==> run_1/final_clocks.png <==
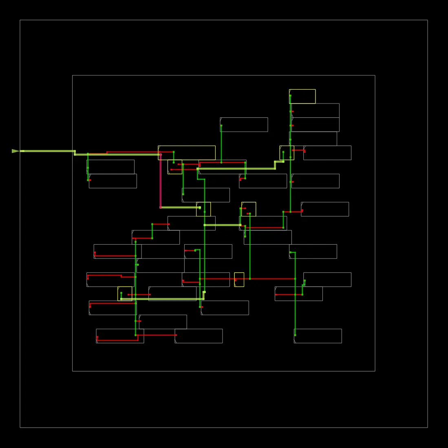
==> run_1/met2.png <==
(4 px per um) Cells faint in the background.
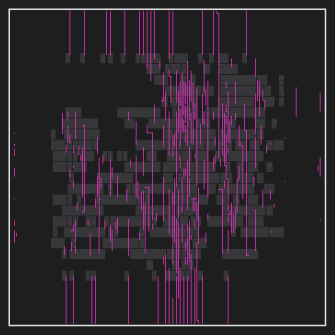
==> run_1/pins.png <==
(4 px per um) Pins as bars across the die edge, other pins in gray.
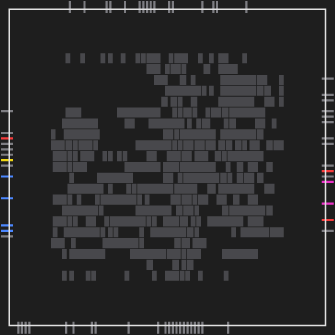
==> run_1/cell_classes.png <==
(4 px per um) Fill, decap, tap and diode cells in gray.
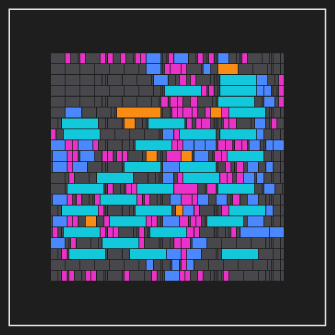
==> config.mk <==
export PLATFORM = sky130hd
export DESIGN_NAME = rattlesnake_irq_arbiter
export DESIGN_NICKNAME = d
export VERILOG_FILES = /design/src/rtl/rattlesnake_irq_arbiter.sv
export SDC_FILE = /design/constraint.sdc
export NUM_CORES = 1
export LEC_CHECK = 0
export ABC_AREA = 1
export CAP_MARGIN = 20
export CORE_MARGIN = 10
export CORE_UTILIZATION = 40
export DETAILED_ROUTE_END_ITERATION = 12
export PLACE_DENSITY = 0.9
export SYNTH_ARGS = -nofsm -noshare
export SYNTH_HDL_FRONTEND = slang
export SYNTH_SLANG_ARGS = --single-unit
==> constraint.sdc <==
create_clock -name clk -period 1.3 [get_ports clk]
set_clock_uncertainty 0.15 [all_clocks]
set_input_delay 0.325 -clock clk [delete_from_list [all_inputs] [get_ports clk]]
set_output_delay 0.325 -clock clk [all_outputs]
set_load 0.01 [all_outputs]
==> results_dict.tcl, run 1 <==
# place-and-route summary
set metrics [dict create \
    cp.arrival_ps 860 \
    synth_warnings 0 \
    max-vdd-ir-drop_v 0.000831 \
    cts_max_level 2 \
    dp_hpwl_um 2170 \
    rows 21 \
    gr-usage-all-layers 0.0919 \
    drtIter0Drc 32 \
    setup_violations 14 \
    grt_overflow 0 \
    place_congestion 0.773 \
    worst_slack_ps -34.8 \
    fillers 319 \
    ff_type "dfrtp_1" \
    violations "setup timing" \
    drt_pass1_iterations 4 \
    mux_area_frac 0 \
    end_kind "output pin" \
    clk_share 0.0464 \
    antenna-diode-count 0 \
    layout.area.comb_um2 418 \
    cts_tree "yes" \
    fmax_ghz 0.749 \
    finalClockPeriodUsage 1.03 \
    nets 230 \
    critPathKind "flop to output pin" \
    drc 0 \
    antenna_found_initial 0 \
    syn_to_final_growth_pct 35.2 \
    crit_path_cell_trace "buf_2" \
    fin_area_um2 1860 \
    wl_per_cell_um 11.2 \
    edf_count 0 \
    initCoreUtil 0.413 \
    critPathLaunchType "flop" \
    critPathSlowestCell "dfrtp_1" \
    clk_pin_slew_ps 100 \
    power.density_nw_per_um2 1120 \
    hold_viol 0 \
    p_leak_nw 1.05 \
    ioPinCount 66 \
    status "finished, violations left" \
    adder_share 0 \
    comb_cells 95 \
    final_max_slew_viol_count 0 \
    ys_cells 150 \
    avgSynthCellArea_um2 9.18 \
    drive_gt1_frac 0.246 \
    ys_area_um2 1380 \
    dpl_worst_slack_ps -257 \
    finalSetupTns_ps -281 \
    rsz0062_at_grt "true" \
    ff2ff_setup_slack_ps 30 \
    taps 46 \
    finalPower_w 0.00209 \
    period_minus_slack_ps 1330 \
    fin_cells 253 \
    inverters_excl_clock 19 \
    warning_count 32 \
    largest_cell_class "flip-flops and latches" \
    topCombFamilyByArea "buffers and inverters" \
    area_leaders "dfrtp_1, buf_4, nor2_1" \
]
## Picture notes: final_clocks.png
Clock Latency Late Sink: 330 ps
CTS Buf Count: 5
Flop Count: 31
P_clk: 0.000776 W
CTS Sinks: 31

## Picture notes: met2.png
nets with wire on the layer = 185
wire length on this layer = 1,510 um
DRT Wirelength: 2840 um
M2 GR Usage: 0.157
DR vias: 1,006

## Picture notes: pins.png
magenta -> `irq_ext_id`  # pins 2, direction output, edge right
yellow -> `mie_mtie`  # pins 1, direction input, edge left
blue -> `ext_irq`  # pins 4, direction input, edge left
red -> `mip_out`  # pins 3, direction output, edge 2 right, 1 left
all pins by edge = 22 bottom, 16 top, 15 right, 13 left
PortBufs: 34
Die Y: 78.7 um
Die W: 78.7 um

## Picture notes: cell_classes.png
magenta -> all other logic  # cells 114, share of their area 27%
orange -> clock drivers and dummy loads  # cells 8, share of their area 4.8%
cyan -> flip-flops  # cells 31, share of their area 43%
blue -> other buffers and delay cells  # cells 54, share of their area 25%
flop share of the area: 0.417
Core Area: 3340 um^2
final core utilization: 0.558

run 1: cells by family (layout without fill, tap and decap cells):
family	after synthesis	in the layout
buffers and inverters	50	81
other	1	27
AND/OR/NAND/NOR	64	64
flip-flops	31	31
AND-OR/OR-AND	4	4
run 1: Yosys cell counts (2+ instances only):
| cell type | number |
|---|---|
| a21oi_1 | 2 |
| buf_2 | 2 |
| buf_4 | 29 |
| dfrtp_1 | 31 |
| inv_1 | 18 |
| nand2_1 | 21 |
| nand2_2 | 2 |
| nand3_1 | 15 |
| nor2_1 | 22 |
run 1: report_power, final:
part,switching [W],total (W),internal (W)
clock network,0.000322,0.000776,0.000454
registers,0.0000180,0.00102,0.00100
logic,0.000152,0.000291,0.000139
total,0.000492,0.00209,0.00160
run 1: per-layer routing:
metal,GRT usage,vias up,part of all wire
met2,0.157,38,0.53
met5,0,-,0
li1,-,511,-
met3,0.0649,2,0.11
met1,0.0863,455,0.36
met4,0.0269,0,0.0035
run 1: repair_timing:
action / CTS / global route
pin swaps: 4 / 1
resized: 64 / 4
endpoints found under the setup margin: 15 / 17
buffers inserted: 5 / 2
run 1: cell usage in the layout, fill, tap and decap left out:
master,Yosys,routed
dfrtp_1,31,31
conb_1,1,27
nor2_1,22,22
nand2_1,21,19
clkdlybuf4s50_1,0,19
buf_4,29,19
inv_1,18,18
nand3_1,15,14
buf_2,2,11
clkbuf_4,0,5
nand2_2,2,4
buf_6,0,4
a21oi_1,2,2
inv_2,1,1
o21ai_4,0,1
nor3b_1,1,1
nand3_2,0,1
nor2_2,1,1
nand3b_1,1,1
nor3_1,1,1
o21ai_0,1,1
clkinv_2,0,1
bufinv_16,0,1
clkbuf_8,0,1
buf_12,0,1
==> run_1/clock_map.png <==
(8 px per um)
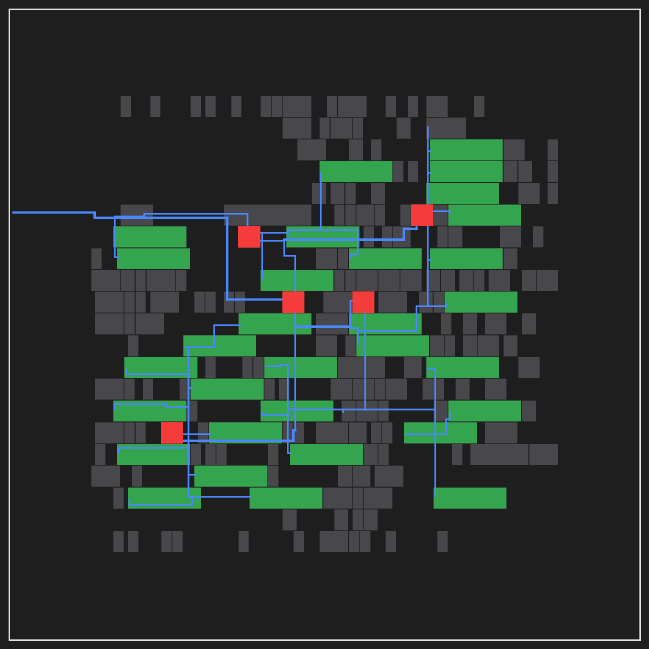

==> run 1 -> run 2 <==
--- a/config.mk
+++ b/config.mk
@@ -7,6 +7,7 @@
 export LEC_CHECK = 0
 export ABC_AREA = 1
 export CAP_MARGIN = 20
+export CORE_ASPECT_RATIO = 1.2
 export CORE_MARGIN = 10
 export CORE_UTILIZATION = 40
 export DETAILED_ROUTE_END_ITERATION = 12
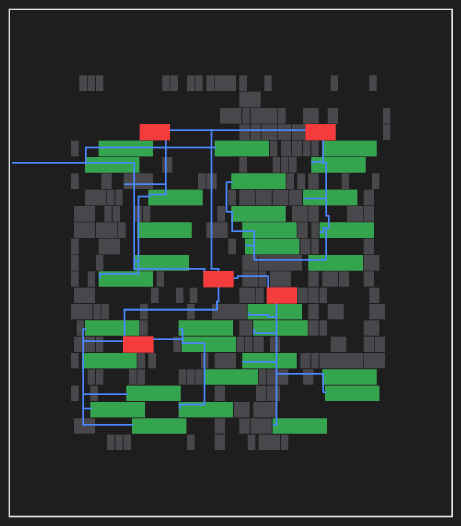
(run_2/clock_map.png)
(6 px per um)
blue -> clock wires  # length 396 um
green -> flip-flops  # count 31
red -> cells driving clock nets  # count 5
routed clock nets = 6
clock share of power: 0.360
Clock Latency Late Sink: 280 ps
P_clk: 0.000735 W

==> run 2 against run 1 <==
  * The flow now finishes without violations
  * Non-clock buffer count decreased by 3
  * Power decreased by 2.3%
  * Final area decreased by 1.9%
  * Critical path depth unchanged
  * Combinational power decreased by 3%
  * Clock power decreased by 5.3%
  * Core utilization decreased by 1.1 points
  * Worst hold slack improved by 61 ps
  * Largest power group unchanged
  * Critical endpoint is now irq_cause[1]
  * Flip-flop count unchanged
  * Count of clock-buffer cells in the layout unchanged
  * Fmax increased by 4.4%
==> results_dict.tcl, run 2 <==
# place-and-route summary
set metrics [dict create \
    critPathSlowestCell "dfrtp_1" \
    numSynthFlops 31 \
    ff2ff_path_depth 7 \
    hold_path.class "primary input to async pin" \
    numPortBuffers 34 \
    most-common-layout-cells "dfrtp_1, conb_1, nor2_1" \
    cts_buffers 5 \
    final_max_slew_viol_count 0 \
    rows 23 \
    critPathKind "flop to output pin" \
    ant_nets 0 \
    grt_overflow 0 \
    ioPinCount 66 \
    drt-vias-per-instance 4.26 \
    power.density_nw_per_um2 1120 \
    cpLargestDelayFamily "flip-flops" \
    setup_violations 0 \
    synth_seq_share 0.563 \
    cpPeakStageDelay_ps 390 \
    antenna_found_initial 0 \
    first_global_vias 1062 \
    end_kind "output pin" \
    max-vdd-ir-drop_v 0.000817 \
    finalClockPeriodUsage 0.983 \
    nets 227 \
    totalWireLength_um 2870 \
    top_area_frac 0.563 \
    syn_to_final_growth_pct 32.6 \
    die_x_um 73.6 \
    ff_type "dfrtp_1" \
    dp_hpwl_um 2190 \
    dp.cells 230 \
    core-area_um2 3340 \
    crit_buf_inv 1 \
    dpl_worst_slack_ps -246 \
    syn_inst 150 \
    edf_count 0 \
    p_leak_nw 1.04 \
    wl_per_cell_um 12.0 \
    drt_pass1_iterations 4 \
    status "finished clean" \
    vias 1022 \
    fmax_ghz 0.782 \
    critPathLaunchType "flop" \
    post_dp_cell_area_um2 1760 \
    drc 0 \
    initCoreUtil 0.413 \
    drive_gt1_frac 0.236 \
    place_congestion 0.743 \
    cts_tree "yes" \
    die_h_um 84.3 \
    maxCapViolCount 0 \
    worstPathRequired_ps 820 \
    worst_slack_ps 21.6 \
    gr-usage-all-layers 0.0960 \
    warning_count 32 \
    synth_warnings 0 \
    clk_pin_slew_ps 60 \
    common_cells "dfrtp_1, buf_4, nor2_1, nand2_1, inv_1" \
    synthArstFlopShare 1.00 \
    ys_cells 150 \
    avgSynthCellArea_um2 9.18 \
    hold_viol 0 \
    fin_area_um2 1830 \
    largest_area_cell "dfrtp_1" \
    holdWs_ps 266 \
    ys_area_um2 1380 \
    die_area_um2 6200 \
    root_buffer "clkbuf_8" \
    cts_buffer_depth 2 \
    cts_max_level 2 \
    clock-sinks 31 \
    synthDistinctLibCells 17 \
    antenna-diode-count 0 \
    rsz0062_at_grt "true" \
    period_minus_slack_ps 1280 \
    drtIter0Drc 29 \
    grt_pass1_wl_um 4660 \
    most_common_cell "dfrtp_1" \
    fin_cells 240 \
    area_leaders "dfrtp_1, buf_4, nor2_1" \
    mostFrequentLayoutCell "dfrtp_1" \
    syn_area_um2 1380 \
    critPathMaxFanout 3 \
    grt_max_degree 32 \
    crit_path_cell_trace "buf_2" \
    path_depth 1 \
    cp.arrival_ps 800 \
    ff2ff_setup_slack_ps 50 \
]
-- run 2: routing by layer --
metal / up-vias / track usage / wire length, um
met5: - / 0 / 0
met4: 0 / 0.0407 / 40
met3: 4 / 0.0577 / 250
met2: 36 / 0.163 / 1520
met1: 480 / 0.0891 / 1060
li1: 502 / - / -
-- run 2: cell type report --
class / count / area [um^2]
fill: 312 / 1510
sequential: 31 / 776
multi-input combinational: 95 / 425
timing repair buffer: 51 / 420
clock buffer: 6 / 82.6
inverter: 19 / 71.3
tap: 37 / 46.3
clock inverter: 1 / 5.00
-- run 2: cell families (layout without fill, tap and decap cells) --
family | after synthesis | in the layout | synth area share
flip-flops | 31 | 31 | 0.563
AND-OR/OR-AND | 4 | 4 | 0.0173
other | 1 | 27 | 0.00272
buffers and inverters | 50 | 77 | 0.217
AND/OR/NAND/NOR | 64 | 64 | 0.200
-- run 2: timing repair --
action / in CTS / in global routing
hold buffers: 0 / 0
buffers inserted: 2 / 1
endpoints found under the setup margin: 16 / 11
gates resized: 62 / 5
gates cloned: 0 / 0
pin swaps: 3 / 1
-- run 2: through the flow --
step | TNS [ps] | utilization | total power (W)
floorplan | 0 | - | 0.00122
global placement | -6210 | 0.528 | 0.00133
detailed placement | -6380 | 0.528 | 0.00133
CTS | -4.43 | 0.538 | 0.00207
global route | -136 | 0.547 | 0.00216
finish | 0 | 0.547 | 0.00204
-- run 2: power by group --
part           total (W)  switching (W)  internal (W)
Combinational   0.000283       0.000152      0.000131
Clock           0.000735       0.000321      0.000414
Sequential       0.00102      0.0000171       0.00101
Power figures rest on the tool's default switching activity, not on a simulated workload.
